**src/rtl/vertical_feed_scheduler.sv**
```systemverilog
`default_nettype none
// ============================================================================
// Module      : vertical_feed_scheduler
// Description : Pops the 16 column FIFOs of the vertical input buffer in a
//               diagonal (systolic) skew. Column k starts k ticks after
//               column 0 and delivers len bytes. The whole wavefront
//               advances in lockstep, so any starved active column stalls
//               every column.
// Option      : VFS_STALL_CNT_EN - when defined, stall_cnt counts RUN cycles
//               without an advance. When undefined, stall_cnt is tied to 0.
// Revision    : 1.0 - initial release
// ============================================================================
module vertical_feed_scheduler #(
  parameter int COLS  = 16,
  parameter int LEN_W = 8,
  parameter int CNT_W = 16
) (
  input  logic             clk,
  input  logic             rst,
  input  logic             start,
  input  logic [LEN_W-1:0] len,
  input  logic             abort,
  input  logic [COLS-1:0]  fifo_RREADY_col,
  output logic [COLS-1:0]  fifo_RVALID_col,
  output logic             pe_en,
  output logic             busy,
  output logic             done,
  output logic [CNT_W-1:0] stall_cnt
);

  // Tick counter is wide enough to hold len + COLS - 2 without wrapping.
  localparam int T_W = LEN_W + 5;
  localparam logic [T_W-1:0] c_LAST_OFS = T_W'(COLS - 2);

  typedef enum logic [1:0] {
    S_IDLE = 2'd0,
    S_RUN  = 2'd1,
    S_DONE = 2'd2
  } state_t;

  state_t           r_state;
  state_t           w_state_nxt;
  logic [T_W-1:0]   r_t;
  logic [LEN_W-1:0] r_len_q;
  logic [T_W-1:0]   w_len_ext;
  logic [T_W-1:0]   w_last_t;
  logic [COLS-1:0]  w_active;
  logic [COLS-1:0]  w_col_ok;
  logic             w_advance;
  logic             w_accept;

  assign w_len_ext = T_W'(r_len_q);
  assign w_last_t  = w_len_ext + c_LAST_OFS;
  assign w_accept  = (r_state == S_IDLE) && start;

  // Column k is inside its delivery window when k <= t < k + len.
  for (genvar k = 0; k < COLS; k++) begin : g_col
    localparam logic [T_W-1:0] c_K = T_W'(k);
    assign w_active[k] = (r_t >= c_K) && (r_t < (c_K + w_len_ext));
  end

  // A column blocks the wavefront only while it is active and has no data.
  assign w_col_ok  = ~w_active | fifo_RREADY_col;
  assign w_advance = (r_state == S_RUN) && !abort && (&w_col_ok);

  assign fifo_RVALID_col = {COLS{w_advance}} & w_active;
  assign pe_en           = w_advance;
  assign busy            = (r_state == S_RUN);
  // An abort landing on the DONE cycle suppresses the completion pulse.
  assign done            = (r_state == S_DONE) && !abort;

  // State register.
  always_ff @(posedge clk or negedge rst) begin
    if (!rst) begin
      r_state <= S_IDLE;
    end else begin
      r_state <= w_state_nxt;
    end
  end

  // Next-state decode; abort outranks the final advance.
  always_comb begin
    w_state_nxt = r_state;
    case (r_state)
      S_IDLE: begin
        if (start) begin
          w_state_nxt = (len == '0) ? S_DONE : S_RUN;
        end
      end
      S_RUN: begin
        if (abort) begin
          w_state_nxt = S_IDLE;
        end else if (w_advance && (r_t == w_last_t)) begin
          w_state_nxt = S_DONE;
        end
      end
      S_DONE: begin
        w_state_nxt = S_IDLE;
      end
      default: begin
        w_state_nxt = S_IDLE;
      end
    endcase
  end

  // Length capture on accepted start; tick counter steps on each advance.
  always_ff @(posedge clk or negedge rst) begin
    if (!rst) begin
      r_t     <= '0;
      r_len_q <= '0;
    end else if (w_accept) begin
      r_t     <= '0;
      r_len_q <= len;
    end else if (w_advance) begin
      r_t     <= r_t + T_W'(1);
    end
  end

`ifdef VFS_STALL_CNT_EN
  logic [CNT_W-1:0] r_stall_cnt;

  // Saturating count of RUN cycles that did not advance the wavefront.
  always_ff @(posedge clk or negedge rst) begin
    if (!rst) begin
      r_stall_cnt <= '0;
    end else if (w_accept) begin
      r_stall_cnt <= '0;
    end else if ((r_state == S_RUN) && !w_advance && (r_stall_cnt != '1)) begin
      r_stall_cnt <= r_stall_cnt + CNT_W'(1);
    end
  end

  assign stall_cnt = r_stall_cnt;
`else
  assign stall_cnt = '0;
`endif

endmodule
`default_nettype wire

```
**config.mk**
```make
export PLATFORM = sky130hd
export DESIGN_NAME = vertical_feed_scheduler
export DESIGN_NICKNAME = d
export VERILOG_FILES = /design/src/rtl/vertical_feed_scheduler.sv
export SDC_FILE = /design/constraint.sdc
export NUM_CORES = 1
export LEC_CHECK = 0
export CAP_MARGIN = 15
export CORE_ASPECT_RATIO = 1.1
export CORE_UTILIZATION = 59
export DETAILED_ROUTE_END_ITERATION = 8
export GPL_TIMING_DRIVEN = 0
export PLACE_DENSITY = 0.83
export SYNTH_ARGS = -nofsm -noshare
export SYNTH_HDL_FRONTEND = slang
export SYNTH_SLANG_ARGS = --single-unit
```
**constraint.sdc**
```tcl
create_clock -name clk -period 4.9 [get_ports clk]
set_input_delay 0.735 -clock clk [delete_from_list [all_inputs] [get_ports clk]]
set_output_delay 0.735 -clock clk [all_outputs]
set_load 0.01 [all_outputs]
```
Figure 1. Signal wires on met1.
Cells faint in the background.
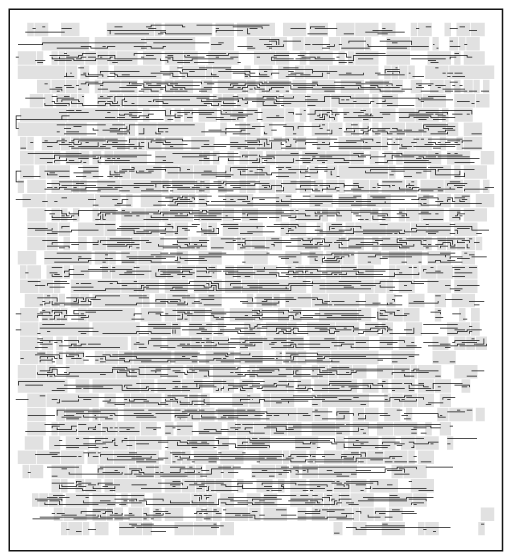
main direction: horizontal
wire length on this layer: 7360 um
longest straight run: 34.5 um
share of all routed wire: 38%
Total Wirelength: 19.5 mm
vias: 5996
GR Util met1: 0.456

Figure 2. The metal 2 layer.
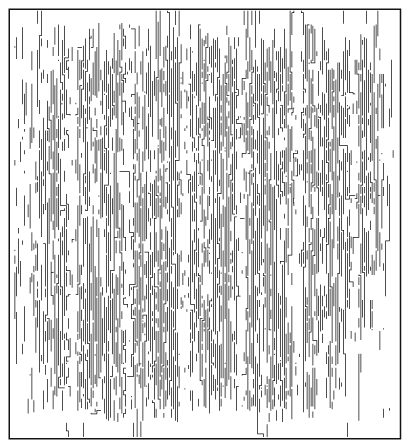
nets with wire on the layer: 831
longest straight run: 51.2 um
GR Layer Usage met2: 0.675

Figure 3. Signal wires on met4.
Cells faint in the background.
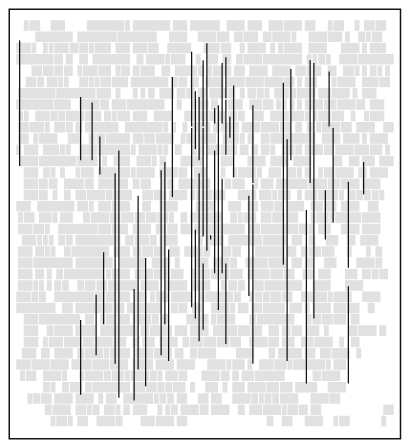
main direction: vertical
nets with wire on the layer: 43
longest straight run: 61.2 um
wire length on this layer: 1330 um

==> reports/qor.csv <==
stage,metric,value,unit
status,status,"finished, violations left",
status,failing checks,setup timing,
grt,initial antenna violation count,0,
flow_run,max-cap viol count,0,
final_layout,top cell category,combinational gates,
detailed_routing,top sig layer,met4,
pwr,Pleak,3.45,nW
final_layout,Data buffer area share,0.167,
placed_design,detailed placer's ending HPWL,13.6,mm
clocking,Post-CTS Resized,96,
hold_path,Hold Path Class,flip-flop to flip-flop,
synthesis,Post-synth EDFFs,0,
synthesis,cell count in the Yosys report,695,
synthesis,"count leader, synth",ha_1,
clocking,Num CTS Buffers,3,
final_layout,logic area,0.00495,sq mm
final_layout,logic share of the area,0.702,
final_layout,Layout fillers,633,
sta,Tcrit/Tclk final,1.03,
critical_path,CP top delay family,simple AND/OR/NAND/NOR gates,
sta,Worst Tran Pin Value,1190,ps
sta,final hold violation count,0,
clocking,clk root buf,clkbuf_8,
placed_design,Placement Cell Area,0.00613,sq mm
die,# Taps,114,
final_layout,Seq area share,0.0832,
final_layout,design area,0.00706,sq mm
grt,largest net degree at the start of global routing,26,
final_layout,share of layout cells above drive strength 1,0.213,
sta,final tally of setup violations,5,
critical_path,largest fanout on the critical path,10,
detailed_routing,post-route ant nets,0,
sta,Slew Limit Fails,0,
final_layout,combinational gates,607,
critical_path,r2r setup slk,1040,ps
grt,Overflow after GRT,0,
detailed_routing,WL met2,9.09,mm
sta,minimum clock period,5040,ps
final_layout,Flop area,587,sq um
synthesis,Post-synth top cells,"ha_1 (130), nand2_1 (66), xnor2_1 (64), a21oi_1 (45), nor2_1 (44)",
die,core area,0.00892,sq mm
final_layout,synthesis-to-finish area growth,29.0,%
sta,Final WS setup,-138,ps
final_layout,diodes inserted,0,
synthesis,synthesized instance count,695,
Figure 4. Track usage over the die.
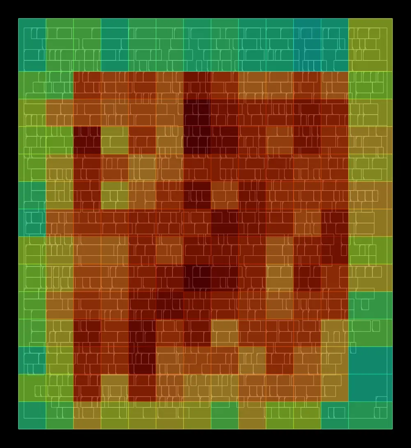
Total Routing Usage GR: 0.391
WL/cell: 21.2 um
fin util: 0.791
M3 GR Usage: 0.0553
busiest layer in global routing: met2

Figure 5. Local utilization.
Bar = 20 um. 9 x 10 tiles, from dark blue (low) to red (high), 0 to 100% covered.
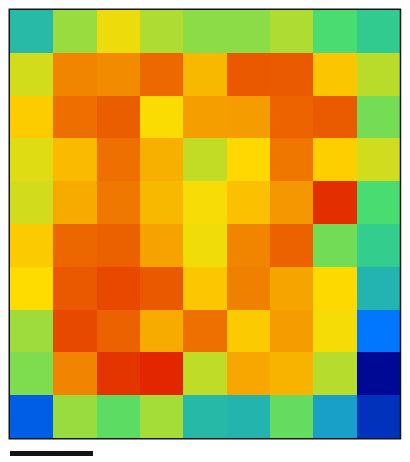
emptiest ninth of the die: lower right
tiles over 75% full: 56%
nearly empty tiles: 1.1%
fullest tile: 96%
mean over tiles: 72%

sequential cells by signal, summed over array words and instances (netlist names):
signal and cells:
r_state 2, r_t 13, r_len_q 8
placed cells by master, fill, tap and decap left out, types with 7 or more instances in the layout:
master / n
inv_1: 31
dlymetal6s2s_1: 8
a31oi_1: 7
mux2i_1: 11
nor2b_1: 11
clkbuf_1: 8
nand2_1: 64
nand3_1: 29
o21ai_0: 27
nor2_1: 40
clkdlybuf4s50_1: 33
nand2b_1: 14
conb_1: 16
dfrtp_1: 14
nand4_1: 18
ha_1: 119
a211oi_1: 10
a21oi_1: 37
buf_4: 62
a21o_1: 10
xnor2_1: 64
dfrtp_2: 9
cells by family after synthesis:
group           Yosys count  synth area share
compound gates          143             0.170
other cells               1          0.000685
mux                      11            0.0201
simple gates            240             0.232
fa+ha+maj               130             0.297
flops                    23             0.105
xor+xnor                 67             0.107
buf+inv                  80            0.0675
report_power, final:
| part | total (mW) | internal [mW] | leakage, nW | switching (mW) |
|---|---|---|---|---|
| clock network | 0.119 | 0.0568 | 0.0255 | 0.0618 |
| registers | 0.266 | 0.213 | 0.293 | 0.0524 |
| logic | 1.48 | 0.659 | 3.13 | 0.822 |
| total | 1.86 | 0.929 | 3.45 | 0.936 |
how the worst min path moves through the flow:
stage,cells after the start,slack (ps),endpoint,start
3_5_place_dp,2,590,r_t[12],r_t[12]
6_report,2,600,r_t[12],r_t[12]
5_1_grt,2,610,r_t[12],r_t[12]
2_1_floorplan,0,440,r_len_q[0],rst
4_1_cts,2,600,r_t[12],r_t[12]
3_3_place_gp,2,570,r_t[12],r_t[12]
per-layer routing:
metal,global-route usage,vias up
li1,-,2707
met1,0.456,2805
met2,0.675,373
met3,0.0553,111
met4,0.250,0
met5,0,-
Power is estimated from default activity; no workload was simulated.
